===== config.mk =====
export PLATFORM = sky130hd
export DESIGN_NAME = cory_s2p_flex_flat
export DESIGN_NICKNAME = d
export VERILOG_FILES = /design/src/rtl/cory_s2p_flex_if.sv /design/src/rtl/cory_s2p_flex.sv /design/src/flat_wrapper.sv
export SDC_FILE = /design/constraint.sdc
export NUM_CORES = 1
export LEC_CHECK = 0
export CAP_MARGIN = 30
export CORE_UTILIZATION = 30
export DETAILED_ROUTE_END_ITERATION = 12
export GPL_ROUTABILITY_DRIVEN = 0
export GPL_TIMING_DRIVEN = 0
export PLACE_DENSITY_LB_ADDON = 0.15
export SKIP_CTS_REPAIR_TIMING = 1
export SLEW_MARGIN = 5
export SYNTH_ARGS = -nofsm -noshare
export SYNTH_HDL_FRONTEND = slang
export SYNTH_SLANG_ARGS = --single-unit

===== constraint.sdc =====
create_clock -name clk -period 6.9 [get_ports clk]
set_input_delay 1.38 -clock clk [delete_from_list [all_inputs] [get_ports clk]]
set_output_delay 1.38 -clock clk [all_outputs]
set_load 0.02 [all_outputs]

===== src/rtl/cory_s2p_flex_if.sv =====
// Valid/ready bundle for cory_s2p_flex: beat input side, word output side and runtime ratio.
// The slave modport is the converter's view; the master modport is the producer/consumer view.
interface cory_s2p_flex_if #(
    parameter int N = 4,
    parameter int R = 16
);
    localparam int W = N * R;
    localparam int S = $clog2(R + 1);

    logic [S-1:0] i_ratio;
    logic         i_a_v;
    logic [N-1:0] i_a_d;
    logic         i_a_l;
    logic         o_a_r;
    logic         o_z_v;
    logic [W-1:0] o_z_d;
    logic [S-1:0] o_z_s;
    logic         o_z_l;
    logic         i_z_r;

    modport slave (
        input  i_ratio, i_a_v, i_a_d, i_a_l, i_z_r,
        output o_a_r, o_z_v, o_z_d, o_z_s, o_z_l
    );

    modport master (
        output i_ratio, i_a_v, i_a_d, i_a_l, i_z_r,
        input  o_a_r, o_z_v, o_z_d, o_z_s, o_z_l
    );
endinterface


===== src/rtl/cory_s2p_flex.sv =====
// Serial-to-parallel packer: N-bit beats into words of up to R beats, runtime ratio, early close on last.
// Optional CORY_S2P_FLEX_ZERO_PAD_EN clears the accumulator on every close so short words are zero-padded.
module cory_s2p_flex #(
    parameter int N = 4,
    parameter int R = 16,
    parameter int E = 0
) (
    input  logic              clk,
    input  logic              reset,
    cory_s2p_flex_if.slave    bus
);
    localparam int W = N * R;
    localparam int S = $clog2(R + 1);

    logic [S-1:0] cnt_q,   cnt_d;
    logic [S-1:0] ratio_q, ratio_d;
    logic [W-1:0] acc_q,   acc_d;
    logic         z_v_q,   z_v_d;
    logic [W-1:0] z_d_q,   z_d_d;
    logic [S-1:0] z_s_q,   z_s_d;
    logic         z_l_q,   z_l_d;

    logic         a_r;
    logic         accept;
    logic         close;
    logic [S-1:0] eff_ratio;
    logic [S-1:0] cur_ratio;
    logic [S-1:0] slot;
    logic [W-1:0] acc_ins;

    // Input ready depends only on the output register and downstream ready.
    assign a_r       = !z_v_q || bus.i_z_r;
    assign bus.o_a_r = a_r;
    assign bus.o_z_v = z_v_q;
    assign bus.o_z_d = z_d_q;
    assign bus.o_z_s = z_s_q;
    assign bus.o_z_l = z_l_q;

    always_comb begin
        eff_ratio = (bus.i_ratio == '0 || bus.i_ratio > S'(R)) ? S'(R) : bus.i_ratio;
        cur_ratio = (cnt_q == '0) ? eff_ratio : ratio_q;
        slot      = (E != 0) ? (S'(R - 1) - cnt_q) : cnt_q;
        accept    = bus.i_a_v && a_r;
        close     = accept && ((cnt_q == cur_ratio - S'(1)) || bus.i_a_l);

        acc_ins = acc_q;
        for (int i = 0; i < R; i++) begin
            if (slot == S'(i)) begin
                acc_ins[i*N +: N] = bus.i_a_d;
            end
        end

        cnt_d   = cnt_q;
        ratio_d = ratio_q;
        acc_d   = acc_q;
        z_v_d   = z_v_q;
        z_d_d   = z_d_q;
        z_s_d   = z_s_q;
        z_l_d   = z_l_q;

        // A pop empties the output unless a closing beat refills it on the same edge.
        if (bus.i_z_r) begin
            z_v_d = 1'b0;
        end

        if (accept) begin
            if (cnt_q == '0) begin
                ratio_d = eff_ratio;
            end
            if (close) begin
                z_v_d = 1'b1;
                z_d_d = acc_ins;
                z_s_d = cnt_q + S'(1);
                z_l_d = bus.i_a_l;
                cnt_d = '0;
`ifdef CORY_S2P_FLEX_ZERO_PAD_EN
                acc_d = '0;
`else
                acc_d = acc_ins;
`endif
            end else begin
                cnt_d = cnt_q + S'(1);
                acc_d = acc_ins;
            end
        end
    end

    always_ff @(posedge clk or posedge reset) begin
        if (reset) begin
            cnt_q   <= '0;
            ratio_q <= '0;
            acc_q   <= '0;
            z_v_q   <= 1'b0;
            z_d_q   <= '0;
            z_s_q   <= '0;
            z_l_q   <= 1'b0;
        end else begin
            cnt_q   <= cnt_d;
            ratio_q <= ratio_d;
            acc_q   <= acc_d;
            z_v_q   <= z_v_d;
            z_d_q   <= z_d_d;
            z_s_q   <= z_s_d;
            z_l_q   <= z_l_d;
        end
    end
endmodule


===== src/flat_wrapper.sv =====
// flat-port wrapper written by rule: the top's interface ports become plain ports
module cory_s2p_flex_flat 
#(
    parameter int N = 4,
    parameter int R = 16,
    parameter int E = 0
)
  (clk, reset, bus_i_ratio, bus_i_a_v, bus_i_a_d, bus_i_a_l, bus_i_z_r, bus_o_a_r, bus_o_z_v, bus_o_z_d, bus_o_z_s, bus_o_z_l);
  cory_s2p_flex_if #(.N(N), .R(R)) bus_i ();
  input  logic clk;
  input  logic reset;
  input wire logic [$bits(bus_i.i_ratio)-1:0] bus_i_ratio;
  input wire logic [$bits(bus_i.i_a_v)-1:0] bus_i_a_v;
  input wire logic [$bits(bus_i.i_a_d)-1:0] bus_i_a_d;
  input wire logic [$bits(bus_i.i_a_l)-1:0] bus_i_a_l;
  input wire logic [$bits(bus_i.i_z_r)-1:0] bus_i_z_r;
  output wire logic [$bits(bus_i.o_a_r)-1:0] bus_o_a_r;
  output wire logic [$bits(bus_i.o_z_v)-1:0] bus_o_z_v;
  output wire logic [$bits(bus_i.o_z_d)-1:0] bus_o_z_d;
  output wire logic [$bits(bus_i.o_z_s)-1:0] bus_o_z_s;
  output wire logic [$bits(bus_i.o_z_l)-1:0] bus_o_z_l;
  assign bus_i.i_ratio = bus_i_ratio;
  assign bus_i.i_a_v = bus_i_a_v;
  assign bus_i.i_a_d = bus_i_a_d;
  assign bus_i.i_a_l = bus_i_a_l;
  assign bus_i.i_z_r = bus_i_z_r;
  assign bus_o_a_r = bus_i.o_a_r;
  assign bus_o_z_v = bus_i.o_z_v;
  assign bus_o_z_d = bus_i.o_z_d;
  assign bus_o_z_s = bus_i.o_z_s;
  assign bus_o_z_l = bus_i.o_z_l;
  cory_s2p_flex #(.N(N), .R(R), .E(E)) u_core (.clk(clk), .reset(reset), .bus(bus_i));
endmodule

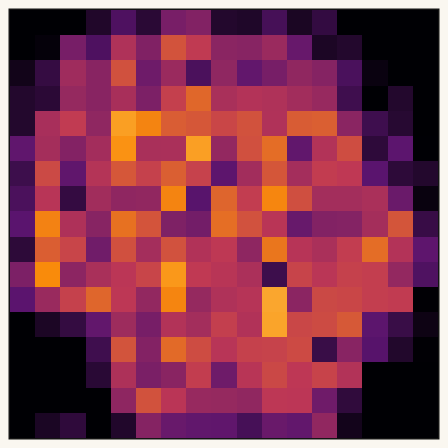
Figure 1: run 1, local utilization.
The die is cut into 17 by 17 equal tiles; black is low, pale yellow is high, 0 to 100% covered.
14% of the tiles are nearly empty. The fullest tile reaches 81%. 2.1% of the tiles are over 75% full. The emptiest ninth of the die: north-east.

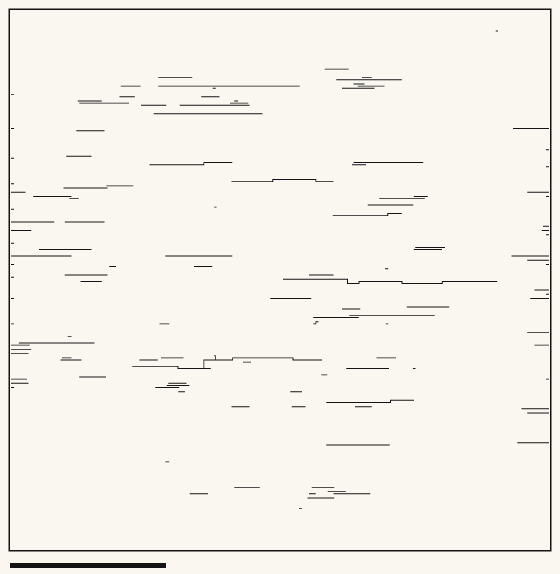
Figure 2: run 1, metal 3.
Bar = 50 um.
106 nets have wire on it. The wires run mostly horizontal. The layer carries 1120 um of wire. The longest straight run is 45.1 um. The layer holds 4.0% of the routed length.

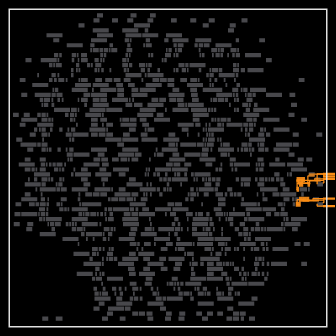
Figure 3: run 1, wires at chosen ports, followed through buffers.
Key: orange = bus_i_ratio [bits 5, direction input, edge east, end cells 9, buffers 5, wire 127 um]

run 1: through the flow:
| step | utilization | std cells | cell area, um^2 |
|---|---|---|---|
| after detailed placement | 0.353 | 1382 | 10100 |
| after CTS | 0.374 | 1413 | 10700 |
| final | 0.374 | 1413 | 10700 |
| after global placement | 0.352 | 1381 | 10100 |
| after floorplan | - | 913 | 8770 |
| after global routing | 0.374 | 1413 | 10700 |
run 1: state kept, by name (all words and copies together) (netlist names):
signal / flops
u_core.bus.o_z_v: 1
u_core.bus.o_z_s: 5
u_core.bus.o_z_d: 64
u_core.ratio_q: 5
u_core.acc_q: 64
u_core.cnt_q: 5
u_core.bus.o_z_l: 1
run 1: per-layer routing:
layer	up-vias	GRT usage	part of all wire
met5	-	0	0
met4	0	0.0420	0.010
met3	17	0.0268	0.040
met2	223	0.282	0.45
met1	3831	0.280	0.50
li1	3549	-	-
run 1: cell type report:
| type | count | area, um^2 |
|---|---|---|
| inverters | 8 | 37.5 |
| clock inverters | 12 | 159 |
| plain buffers | 85 | 347 |
| clock buffers | 19 | 443 |
| well taps | 384 | 480 |
| repair buffers | 85 | 868 |
| multi-input cells | 675 | 4760 |
| flip-flops and latches | 145 | 3630 |
| fillers | 2912 | 18000 |
run 1: where the power goes:
group / leakage [nW] / switching [mW] / internal, mW
Clock: 0.290 / 0.388 / 0.579
Sequential: 1.71 / 0.221 / 1.14
Combinational: 2.20 / 1.17 / 0.893
run 1: worst paths after layout:
kind,cells after the start,to,start
min,1,u_core.acc_q[26],u_core.acc_q[26]
max,14,u_core.bus.o_z_s[2],bus_i_ratio[1]
min in group asynchronous,2,u_core.bus.o_z_d[43],reset
min reg2reg,1,u_core.acc_q[26],u_core.acc_q[26]
max in group asynchronous,3,u_core.bus.o_z_d[6],reset
max reg2reg,12,u_core.bus.o_z_s[2],u_core.cnt_q[0]
run 1: kinds of logic after synthesis:
logic type,Yosys count
simple gates,437
compound gates,99
xor+xnor,5
buf+inv,93
flops,145
fa+ha+maj,7
mux,127
run 1: placed cells by master (no fill, tap or decap), types with 19 or more instances in the layout:
master                              n
sky130_fd_sc_hd__a222oi_1          60
sky130_fd_sc_hd__nand2_1          162
sky130_fd_sc_hd__mux2_2           121
sky130_fd_sc_hd__clkbuf_1          64
sky130_fd_sc_hd__nor2b_1           73
sky130_fd_sc_hd__nand3b_1          60
sky130_fd_sc_hd__clkdlybuf4s50_1   84
sky130_fd_sc_hd__nor2_1            19
sky130_fd_sc_hd__dfrtp_1          145
sky130_fd_sc_hd__nor3_1            66
==> design notes, run 1 <==
The run gives 0 as the remaining antenna violation count. The simple logic cell fraction of the synthesized area was 0.262; the routed wire length was 28.0 mm. For the initial antenna violation count, the log shows 0. The highest achievable clock rate is 211 MHz, and the number of buffers inserted by port buffering is 84. The adder-cell share of the synthesized area works out to 0.00999. Chip area in the Yosys report: 0.00877 mm^2. The logs give 1038 for the final net count and 0 for the count of warnings emitted by yosys. The repair_antennas step left the layout with diodes totalling 0.

The area growth from synthesis to final layout works out to 22.3%. The timing report shows that the slowest cell on the worst path is sky130_fd_sc_hd__nor4_1. The cell count after synthesis came out at 913. The fraction of the cycle the final worst path needs was 0.686. For this run, design rule violations remaining after detail routing come to 0.

With the number of setup violations in the final report at 0, the post-detailed-placement half-perimeter wirelength is 18.9 mm. The tools report the yosys stat cell total as 913. TritonCTS built the clock tree. The fraction of final layout cells sized beyond drive strength 1 is 0.174.

The run finished with clean final reports. In this run the tools logged warnings totalling 29. For the area of the placeable core, the log shows 0.0287 mm^2. The report counts max-capacitance violations totalling 0.

For the pin with the worst max-slew slack, the measured transition is 0.902 ns. The run gives 3 for the number of buffer and inverter instances along the worst setup path. According to the CTS report, the clock sink count is 145. CTS added clock buffers totalling 17. The setup path with the least slack is of type input port to register.

In this run the count of I/O pins placed on the die edge is 86. In this run the cell area of the synthesized design comes to 0.00877 mm^2. The logs give 0.399 for the normalized max-slew margin and 0.305 for the starting density of the core. By count the netlist is led by sky130_fd_sc_hd__nand2_1 (162), sky130_fd_sc_hd__dfrtp_1 (145), sky130_fd_sc_hd__mux2_2 (121), sky130_fd_sc_hd__nor2b_1 (73), sky130_fd_sc_hd__nor3_1 (66). For the maximum clock skew at final layout, the log shows 0.00904 ns. The standby leakage power was 4.20 nW. When the netlist entered floorplanning its net count stood at 934. The final power report lists total power as 4.39 mW.

The floorplan die width came out at 173 um. The worst setup path is captured at a register. The synthesis report lists the most area-consuming cells as sky130_fd_sc_hd__dfrtp_1 (41%), sky130_fd_sc_hd__mux2_2 (16%), sky130_fd_sc_hd__nand2_1 (6.9%). The clock input transition at the sequential cells of the worst setup and hold paths works out to 0.06 ns. The cell accounting for the most synthesized area is sky130_fd_sc_hd__dfrtp_1. Prior to clock tree synthesis, the placed netlist has a worst setup slack of 1.79 ns. The highest cell delay on the worst timing path came out at 0.50 ns.

With the minimum clock period at 4.73 ns, the number of placement rows is 62. Number of DRC violations after detailed-routing iteration 0: 930. The type recorded for the worst min-delay path is register to register.

At the worst endpoint, the arrival time is 5.08 ns. Broken down by cell family, the worst path's largest delay share belongs to simple AND/OR/NAND/NOR gates. The power density normalized to cell area works out to 409 mW/mm^2. The run gives 7267 as the via count of the first global-routing pass.

Among all cell types in the netlist, the one instantiated most often is sky130_fd_sc_hd__nand2_1. The die is 173 um tall. The H-tree was split into 4 levels. The combined global-route utilization of all metal layers was 0.187. The final count of hold timing violations was 0. The number of vias per cell after detailed routing was 5.39; the iteration count of the initial detailed-routing pass was 9. Summed over all layers, the global routing overflow is 0. The run gives 43.9 mm as the first-pass GRT wire length.

The synthesized design contains 0 enable-type register cells. Smallest hold slack: 0.504 ns. Setup repair after global routing left no endpoint under its margin. The run gives 1.00 for the fraction of registers with async set/reset.

The clock latency of the later-clocked register in the worst-skew pair is 0.43 ns. The average wire per cell in the routed design works out to 19.8 um. At the worst endpoint, the required time is 7.25 ns. The final max-slew violation count recorded for this run is 0. Entering global routing, the biggest net connects 81 pins. Prevailing logic family in the synthesized netlist: simple AND/OR/NAND/NOR gates. Area fraction in compound gates after synthesis: 0.104. The run gives 0.162 for the multiplexer fraction of the synthesized cell area.

For reference, the critical path cell chain is clkdlybuf4s50_1 -> nor2_1 -> nand2_1 -> ha_1 -> nor3b_1 -> a21oi_1 -> ha_1 -> nor4b_1 -> nor4_1 -> a41oi_2 -> buf_2 -> buf_2 -> nor3_1 -> nand3b_1. Counting along the longest clock path gives a buffer depth of 2. Sort of element at the start of the critical path: an input port.

The synthesized area divided by synthesized cell count works out to 9.60 um^2. The report shows a maximum critical-path fanout of 10. The area fraction of the dominant cell type after synthesis is 0.414, and the via total after detailed routing is 7620. The tree is rooted in a sky130_fd_sc_hd__clkbuf_16.

The logs give 0 ns for the total negative slack for setup checks and 2.17 ns for the minimum setup slack in the final design. Among all flip-flop cells after synthesis, the most frequent one is sky130_fd_sc_hd__dfrtp_1. Per the synthesis report, the number of distinct cell types is 47.

The setup check on the worst reg-to-reg path leaves a slack of 2.25 ns. With the area share of xor/xnor cells in the synthesized design at 0.00499, the number of storage elements in the synthesis netlist is 145. The area enclosed by the die boundary was 0.0299 mm^2; the share of synthesized area occupied by flip-flops and latches was 0.414. The highest supply drop recorded on VDD is 0.170 mV.
==> run 2, diff against run 1 <==
==> constraint.sdc (replaced) <==
create_clock -name clk -period 4.3 [get_ports clk]
set_input_delay 0.86 -clock clk [delete_from_list [all_inputs] [get_ports clk]]
set_output_delay 0.86 -clock clk [all_outputs]
set_load 0.02 [all_outputs]
==> design notes, run 2 <==
The run gives 145 (unchanged) as the sink count of the clock tree. The path class of the tightest hold or removal check is register to register. The routed design could run at a clock period as short as 4.11 ns. The adder-cell share of the synthesized area is 0.00999 (unchanged).

Grouping stages by cell kind, the critical path spends the most delay in simple AND/OR/NAND/NOR gates. The number of storage elements in the synthesis netlist was 145 (unchanged). The number of vias per cell after detailed routing works out to 5.37 (-0.43%). The run gives 0.438 (+0.0391) as the normalized max-slew margin. The standby leakage power is 4.26 nW (+1.5%), and the peak supply drop is 0.299 mV (+75%). The fraction of the cycle the final worst path needs was 0.955. The dominant register cell in the synthesized netlist was sky130_fd_sc_hd__dfrtp_1. The tools report the number of placement rows as 62 (unchanged).

The netlist area before placement came out at 0.00877 mm^2 (unchanged). Yosys attributes the largest share of cell area to sky130_fd_sc_hd__dfrtp_1 (41%), sky130_fd_sc_hd__mux2_2 (16%), sky130_fd_sc_hd__nand2_1 (6.9%). TritonCTS built the clock tree. The synthesized area divided by synthesized cell count is 9.60 um^2 (unchanged). Between the synthesized netlist and the finished layout, the area growth was recorded as 24.3%. The DRC violation count after routing is 0 (unchanged).

Remaining antenna violation count: 0 (unchanged). Cell accounting for the most synthesized area: sky130_fd_sc_hd__dfrtp_1. The most frequent cell after synthesis is sky130_fd_sc_hd__nand2_1. The run gives 0.192 ns (-1.98 ns) for the minimum setup slack in the final design. The area share of xor/xnor cells in the synthesized design works out to 0.00499 (unchanged). Leaving out fill and tap cells, the most frequent cells in the layout are sky130_fd_sc_hd__nand2_1 (162), sky130_fd_sc_hd__dfrtp_1 (145), sky130_fd_sc_hd__mux2_2 (121). Clock latency of the later-clocked register in the worst-skew pair: 0.43 ns (about the same). Traced cell by cell, the critical path runs through inv_2 -> ha_1 -> nor4b_4 -> buf_4 -> mux2i_2 -> ha_2 -> or4bb_1 -> a21oi_1 -> a41oi_4 -> buf_4 -> buf_2 -> nor3_1 -> nand3b_1.

The maximum clock skew at final layout is 0.0154 ns (+0.00640 ns), and the I/O pin total is 86 (unchanged). The run gives 8 (-1) as the iteration count of the initial detailed-routing pass. The final count of hold timing violations is 0 (unchanged). The tools report the starting density of the core as 0.305 (unchanged). The run gives 84 (unchanged) for the number of buffers inserted by port buffering. The number of maximum-capacitance violations was 0 (unchanged).

The first-pass GRT wire length was 44.2 mm (+0.72%). For the number of setup violations in the final report, the log shows 0 (unchanged). Area fraction of the dominant cell type after synthesis: 0.414 (unchanged).

The area of the placeable core is 0.0287 mm^2 (unchanged). The run gives 0.07 ns (about the same) for the clock input transition at the sequential cells of the worst setup and hold paths. The run gives 0.00877 mm^2 (unchanged) as the chip area in the Yosys report.

The cell count after synthesis came out at 913 (unchanged). The number of buffer and inverter instances along the worst setup path came out at 4 (+1). The run gives 0 (unchanged) as the count of warnings emitted by yosys. Dominant cell type by count on the critical path: sky130_fd_sc_hd__buf_4. For the maximum root-to-sink buffer count, the log shows 2 (unchanged).

The tools report the combined global-route utilization of all metal layers as 0.188 (+0.00153). The floorplan die width was 173 um (unchanged). The run gives 0.495 ns (-0.00935 ns) as the smallest hold slack. Looking at the critical path, the single cell with the biggest stage delay is sky130_fd_sc_hd__or4bb_1. With the number of levels the H-tree was split into at 4 (unchanged), the number of DRC violations after detailed-routing iteration 0 is 791 (-15%). With the via total after detailed routing at 7625 (+0.066%), the average wire per cell in the routed design is 19.7 um (-0.39%). The classification of the worst setup path was register to register. The power density normalized to cell area is 665 mW/mm^2 (+62%), and the count of unique library cells instantiated by Yosys is 47 (unchanged). The tools report the final number of max-transition violations as 0 (unchanged). Number of clock buffers inserted by TritonCTS: 17 (unchanged).

The share of synthesized area occupied by flip-flops and latches was 0.414 (unchanged). Leaving out fill and tap cells, the most frequent cell in the layout is sky130_fd_sc_hd__nand2_1. The count of library flops with an enable pin was 0 (unchanged).

The run gives 0.843 ns (-0.0587 ns) for the actual slew at the worst max-slew pin. The run finished with clean final reports. The root buffer selected by CTS is sky130_fd_sc_hd__clkbuf_16. The vertical extent of the die is 173 um (unchanged), and the highest cell delay on the worst timing path is 0.51 ns (about the same). The tools report the total negative slack for setup checks as 0 ns (unchanged). The area enclosed by the die boundary came out at 0.0299 mm^2 (unchanged). The core occupancy in the finished layout came out at 0.380 (+0.00610).

With the multiplexer fraction of the synthesized cell area at 0.162 (unchanged), the required time reported for the critical path endpoint is 4.66 ns (-2.59 ns). The tools report the total inserted antenna cells as 0 (unchanged). The worst setup path is captured at a register. The simple logic cell fraction of the synthesized area is 0.262 (unchanged).

The post-detailed-placement half-perimeter wirelength is 19.4 mm (+2.6%), and the area fraction in compound gates after synthesis is 0.104 (unchanged). For the via count of the first global-routing pass, the log shows 7362 (+1.3%). Per the timing report, the achievable frequency comes out to 243 MHz. The fraction of registers with async set/reset was 1.00 (unchanged).

The worst-case setup slack after placement came out at -0.382 ns (-2.17 ns). The synthesis run identifies the leading combinational cell family as simple AND/OR/NAND/NOR gates. The sort of element at the start of the critical path was a register.

After synthesis, the most frequently instantiated cells are sky130_fd_sc_hd__nand2_1 (162), sky130_fd_sc_hd__dfrtp_1 (145), sky130_fd_sc_hd__mux2_2 (121), sky130_fd_sc_hd__nor2b_1 (73), sky130_fd_sc_hd__nor3_1 (66). The final net count is 1044 (+0.58%). The run gives 37 (-54%) as the largest net degree at the start of global routing.

The yosys stat cell total was 913 (unchanged). With the critical-path maximum fanout at 10 (unchanged), the fraction of final layout cells sized beyond drive strength 1 is 0.188 (+0.0143). The number of warning messages in the logs works out to 29 (unchanged). Remaining global-route overflow: 0 (unchanged).

The logs give 0 (unchanged) for the initial antenna violation count and 28.0 mm (+0.10%) for the routed wire length. For the post-synth net total, the log shows 934 (unchanged). The run gives 4.46 ns (-0.62 ns) for the signal arrival time at the worst endpoint.
## run 2: metal layers
metal,global-route usage,vias to the layer above,routed length (um)
met5,0,-,0
met2,0.294,236,12900
li1,-,3562,-
met3,0.0286,21,1120
met1,0.273,3806,13700
met4,0.0454,0,314
## run 2: layout make-up
| type | instances | area, um^2 |
|---|---|---|
| buffer | 84 | 345 |
| tap | 384 | 480 |
| clock buffer | 18 | 429 |
| inverter | 8 | 33.8 |
| timing repair buffer | 92 | 951 |
| multi-input combinational | 675 | 4810 |
| clock inverter | 14 | 226 |
| fill | 2947 | 17800 |
| sequential | 145 | 3630 |
## run 2: stage by stage
stage	area [um^2]	cells	power (mW)
2_1_floorplan	8770	913	4.20
3_3_place_gp	10100	1381	5.48
3_5_place_dp	10200	1385	5.51
4_1_cts	10800	1417	7.23
5_1_grt	10900	1420	7.68
6_report	10900	1420	7.25
## run 2: path summary, 6_finish.rpt
kind	slack, ns	depth (start not counted)	end	start
worst max-delay path	0.19	13	u_core.bus.o_z_s[2]	u_core.cnt_q[0]
worst min-delay path	0.49	1	u_core.bus.o_z_l	u_core.bus.o_z_l
worst max register to register	0.19	13	u_core.bus.o_z_s[2]	u_core.cnt_q[0]
worst min register to register	0.49	1	u_core.bus.o_z_l	u_core.bus.o_z_l
max in group asynchronous	2.46	5	u_core.bus.o_z_d[12]	reset
min in group asynchronous	0.81	2	u_core.bus.o_z_d[45]	reset
## run 2: report_power, final
part | internal (mW) | switching [mW]
combinational | 1.48 | 1.89
sequential | 1.83 | 0.355
clock | 1.04 | 0.646
## run 2: cells by family (layout without fill, tap and decap cells)
kind of cell | after synthesis | after routing
and+or+nand+nor | 437 | 437
muxes | 127 | 127
adders and majority gates | 7 | 7
DFF | 145 | 145
AOI/OAI and AO/OA | 99 | 99
buffers and inverters | 93 | 216
xor gates and xnor gates | 5 | 5
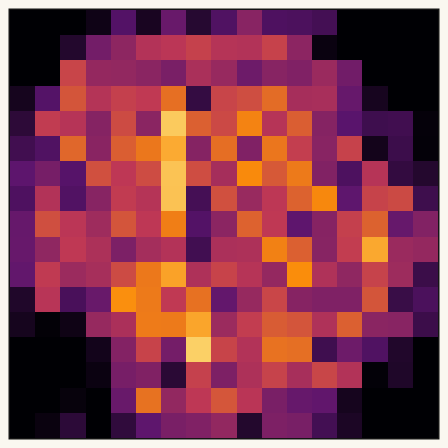
Figure 4: run 2, local utilization.
The die is cut into 17 by 17 equal tiles; black is low, pale yellow is high, 0 to 100% covered.
The fullest tile reaches 90%. 15% of the tiles are nearly empty. 3.5% of the tiles are over 75% full.

==> run 3, diff against run 2 <==
--- a/config.mk
+++ b/config.mk
@@ -7,6 +7,7 @@
 export LEC_CHECK = 0
 export CAP_MARGIN = 30
 export CORE_UTILIZATION = 30
+export CTS_CLUSTER_SIZE = 24
 export DETAILED_ROUTE_END_ITERATION = 12
 export GPL_ROUTABILITY_DRIVEN = 0
 export GPL_TIMING_DRIVEN = 0
==> design notes, run 3 <==
The run finished with clean final reports. The number of placement rows came out at 62 (unchanged). The netlist area before placement was 0.00877 mm^2 (unchanged). Among all stages on the critical path, the largest delay is contributed by sky130_fd_sc_hd__or4bb_1. The sort of element at the start of the critical path was a register. The run gives 0.302 (about the same) as the power share of the sequential group.

The floorplan die width is 173 um (unchanged). The area of the placeable core was 0.0287 mm^2 (unchanged); the via total after detailed routing was 7625 (unchanged). The tools report the root buffer selected by CTS as sky130_fd_sc_hd__clkbuf_16.

The chip area in the Yosys report is 0.00877 mm^2 (unchanged). The slack of the worst reg-to-reg path was 0.19 ns (about the same); the cell area after layout was 0.0109 mm^2 (unchanged). The tools report the final net count as 1044 (unchanged). The internal portion of total power came out at 4.35 mW (unchanged). Dominant cell type by count on the critical path: sky130_fd_sc_hd__buf_4.

The run gives 4.66 ns (about the same) for the required time reported for the critical path endpoint. With the sink count of the clock tree at 145 (unchanged), the power density normalized to cell area is 665 mW/mm^2 (unchanged). Net switching share of the total power: 0.399 (unchanged). Checking hold timing, the worst path is listed with class register to register. Per the timing report, the most critical flop-to-flop path finishes at u_core.bus.o_z_s[2]. With the cell count after synthesis at 913 (unchanged), the number of clock buffers inserted by TritonCTS is 17 (unchanged). The capture endpoint of the worst hold path is u_core.bus.o_z_l. With the iteration count of the initial detailed-routing pass at 8 (unchanged), the vertical extent of the die is 173 um (unchanged). The run gives 86 (unchanged) as the I/O pin total.

With the first-pass GRT wire length at 44.2 mm (unchanged), the yosys stat cell total is 913 (unchanged). The tools report the DRC violation count after routing as 0 (unchanged). The proportion of power drawn by the clock network is 0.233 (about the same), and the synthesized area divided by synthesized cell count is 9.60 um^2 (unchanged). The run gives 2947 (unchanged) as the number of filler instances in the final layout. The timing startpoint of the critical path is u_core.cnt_q[0]. The dominant register cell in the synthesized netlist is sky130_fd_sc_hd__dfrtp_1.

The run gives 0 (unchanged) for the initial antenna violation count. The clock input transition at the sequential cells of the worst setup and hold paths is 0.07 ns (about the same). For this run the top cell type by instance count after synthesis was sky130_fd_sc_hd__nand2_1. The instance count along the most critical hold path was 1 (unchanged). The total inserted antenna cells is 0 (unchanged), and the cell count of the worst reg-to-reg path is 13 (unchanged). The fraction of final layout cells sized beyond drive strength 1 is 0.188 (unchanged), and the final count of hold timing violations is 0 (unchanged). The capturing element type of the critical path was a register.

The fraction of registers with async set/reset is 1.00 (unchanged), and the actual slew at the worst max-slew pin is 0.843 ns (unchanged). The run gives 7362 (unchanged) as the via count of the first global-routing pass. The tools report the starting density of the core as 0.305 (unchanged). The launch point of the worst register-to-register path is recorded as u_core.cnt_q[0]. The highest achievable clock rate is 243 MHz (unchanged), and the fraction of the cycle the final worst path needs is 0.955 (unchanged).

In the layout the commonest cells are sky130_fd_sc_hd__nand2_1 (162), sky130_fd_sc_hd__dfrtp_1 (145), sky130_fd_sc_hd__mux2_2 (121). The run gives 24.3% (unchanged) for the area growth from synthesis to final layout. The number of warning messages in the logs was 29 (unchanged); the maximum root-to-sink buffer count was 2 (unchanged).

The highest cell delay on the worst timing path works out to 0.51 ns (about the same). TritonCTS built the clock tree. Cell accounting for the most synthesized area: sky130_fd_sc_hd__dfrtp_1. The number of maximum-capacitance violations is 0 (unchanged). Classification of the worst setup path: register to register. The run gives 0.188 (unchanged) for the combined global-route utilization of all metal layers. The maximum clock skew at final layout is 0.0154 ns (unchanged). The logs give 0.0299 mm^2 (unchanged) for the area enclosed by the die boundary and 2.89 mW (unchanged) for the switching component of the power. The peak supply drop was 0.299 mV (unchanged); the remaining global-route overflow was 0 (unchanged).

The part of the total power dissipated in combinational logic is 0.466 (about the same). The run gives 0.414 (unchanged) as the share of synthesized area occupied by flip-flops and latches. For the final number of max-transition violations, the log shows 0 (unchanged).

Family with the most delay on the worst path: simple AND/OR/NAND/NOR gates. The post-detailed-placement half-perimeter wirelength is 19.4 mm (unchanged). The core occupancy in the finished layout was 0.380 (unchanged); the minimum clock period was 4.11 ns (unchanged). The number of DRC violations after detailed-routing iteration 0 is 791 (unchanged). For the post-synth net total, the log shows 934 (unchanged).

For the worst min-delay path, the startpoint reported by OpenROAD is u_core.bus.o_z_l. The logs give 4.26 nW (unchanged) for the standby leakage power and 0 (unchanged) for the count of warnings emitted by yosys. The average wire per cell in the routed design was 19.7 um (unchanged); the clock latency of the later-clocked register in the worst-skew pair was 0.43 ns (about the same).

The run gives 0 (unchanged) as the remaining antenna violation count. The library cell used most frequently in the layout, excluding fill and tap cells, is sky130_fd_sc_hd__nand2_1. The run gives 37 (unchanged) for the largest net degree at the start of global routing. The count of library flops with an enable pin came out at 0 (unchanged). After synthesis, the cell types taking the most area are sky130_fd_sc_hd__dfrtp_1 (41%), sky130_fd_sc_hd__mux2_2 (16%), sky130_fd_sc_hd__nand2_1 (6.9%). The number of levels the H-tree was split into is 4 (unchanged). Normalized max-slew margin: 0.438 (unchanged).

The area fraction of the dominant cell type after synthesis is 0.414 (unchanged). The run gives 0 (unchanged) for the number of setup violations in the final report. The run gives 47 (unchanged) as the count of unique library cells instantiated by Yosys.

By count the netlist is led by sky130_fd_sc_hd__nand2_1 (162), sky130_fd_sc_hd__dfrtp_1 (145), sky130_fd_sc_hd__mux2_2 (121), sky130_fd_sc_hd__nor2b_1 (73), sky130_fd_sc_hd__nor3_1 (66). The number of buffer and inverter instances along the worst setup path works out to 4 (unchanged). The number of vias per cell after detailed routing was 5.37 (unchanged). The number of storage elements in the synthesis netlist is 145 (unchanged), and the routed wire length is 28.0 mm (unchanged).
run 3: cell counts in the layout (fill, tap and decap cells not counted):
Identical to the previous run, type by type.
run 3: cells by family (layout without fill, tap and decap cells):
| kind of cell | Yosys count | after routing | share of synthesized area |
|---|---|---|---|
| and+or+nand+nor | 437 | 437 | 0.262 |
| DFF | 145 | 145 | 0.414 |
| muxes | 127 | 127 | 0.162 |
| adders and majority gates | 7 | 7 | 0.00999 |
| AOI/OAI and AO/OA | 99 | 99 | 0.104 |
| xor gates and xnor gates | 5 | 5 | 0.00500 |
| buffers and inverters | 93 | 216 | 0.0430 |
run 3: worst reg2reg max path, stage by stage (launching register included):
cell,delay (ns)
sky130_fd_sc_hd__dfrtp_1,0.48
sky130_fd_sc_hd__inv_2,0.18
sky130_fd_sc_hd__ha_1,0.29
sky130_fd_sc_hd__nor4b_4,0.23
sky130_fd_sc_hd__buf_4,0.21
sky130_fd_sc_hd__mux2i_2,0.36
sky130_fd_sc_hd__ha_2,0.32
sky130_fd_sc_hd__or4bb_1,0.51
sky130_fd_sc_hd__a21oi_1,0.32
sky130_fd_sc_hd__a41oi_4,0.13
sky130_fd_sc_hd__buf_4,0.28
sky130_fd_sc_hd__buf_2,0.21
sky130_fd_sc_hd__nor3_1,0.36
sky130_fd_sc_hd__nand3b_1,0.16
run 3: metal layers:
layer  global-route usage  wire [um]  up-vias
li1                     -          -     3562
met1                0.273      13700     3806
met2                0.294      12900      236
met3               0.0286       1120       21
met4               0.0454        314        0
met5                    0          0        -
run 3: through the flow:
step	cells	setup slack (ns)	TNS (ns)	hold slack, ns	power (mW)
CTS	1417	-0.393	-14.48	0.492	7.23
detailed placement	1385	-0.382	-13.85	0.475	5.51
floorplan	913	0.804	0	0.463	4.20
global placement	1381	-0.359	-12.22	0.469	5.48
finish	1420	0.192	0	0.495	7.25
global route	1420	-0.0102	-0.0149	0.510	7.68
run 3: how the worst max path moves through the flow:
stage,slack [ns],cells after the start,endpoint
5_1_grt,-0.01,13,u_core.bus.o_z_d[10]
3_3_place_gp,-0.36,12,u_core.bus.o_z_s[2]
3_5_place_dp,-0.38,12,u_core.bus.o_z_s[2]
2_1_floorplan,0.80,12,u_core.bus.o_z_d[0]
4_1_cts,-0.39,12,u_core.bus.o_z_s[2]
6_report,0.19,13,u_core.bus.o_z_s[2]
run 3: power by group through the flow:
stage | logic [mW] | registers (mW) | clock network, mW
after global routing | 3.64 | 2.25 | 1.79
after detailed placement | 3.30 | 2.21 | 0
after floorplan | 1.72 | 2.48 | 0
after global placement | 3.27 | 2.20 | 0
after CTS | 3.32 | 2.19 | 1.72
final | 3.37 | 2.19 | 1.69
run 3: layout make-up:
type,instances,area (um^2),area share
Tap cell,384,480,0.0441
Multi-Input combinational cell,675,4810,0.441
Clock buffer,18,429,0.0394
Sequential cell,145,3630,0.333
Inverter,8,33.8,0.00310
Buffer,84,345,0.0317
Timing Repair Buffer,92,951,0.0872
Clock inverter,14,226,0.0208
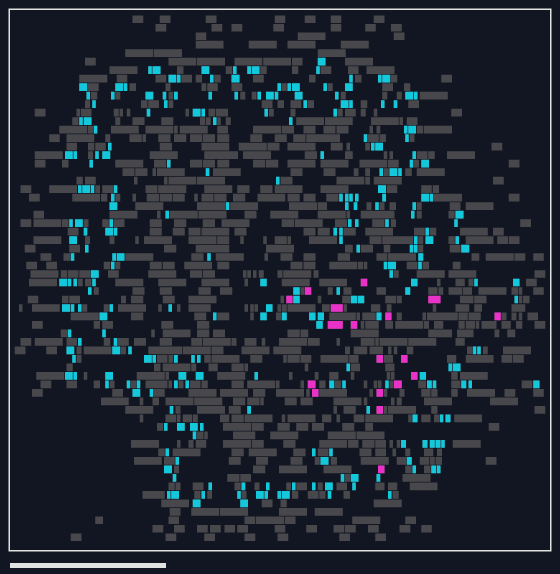
Figure 5: run 3, gate-type map.
Bar = 50 um.
Key: cyan = nand cells [cells 251, where widely spread]; magenta = and/or cells [cells 18]

Power and IR drop assume default switching activity.
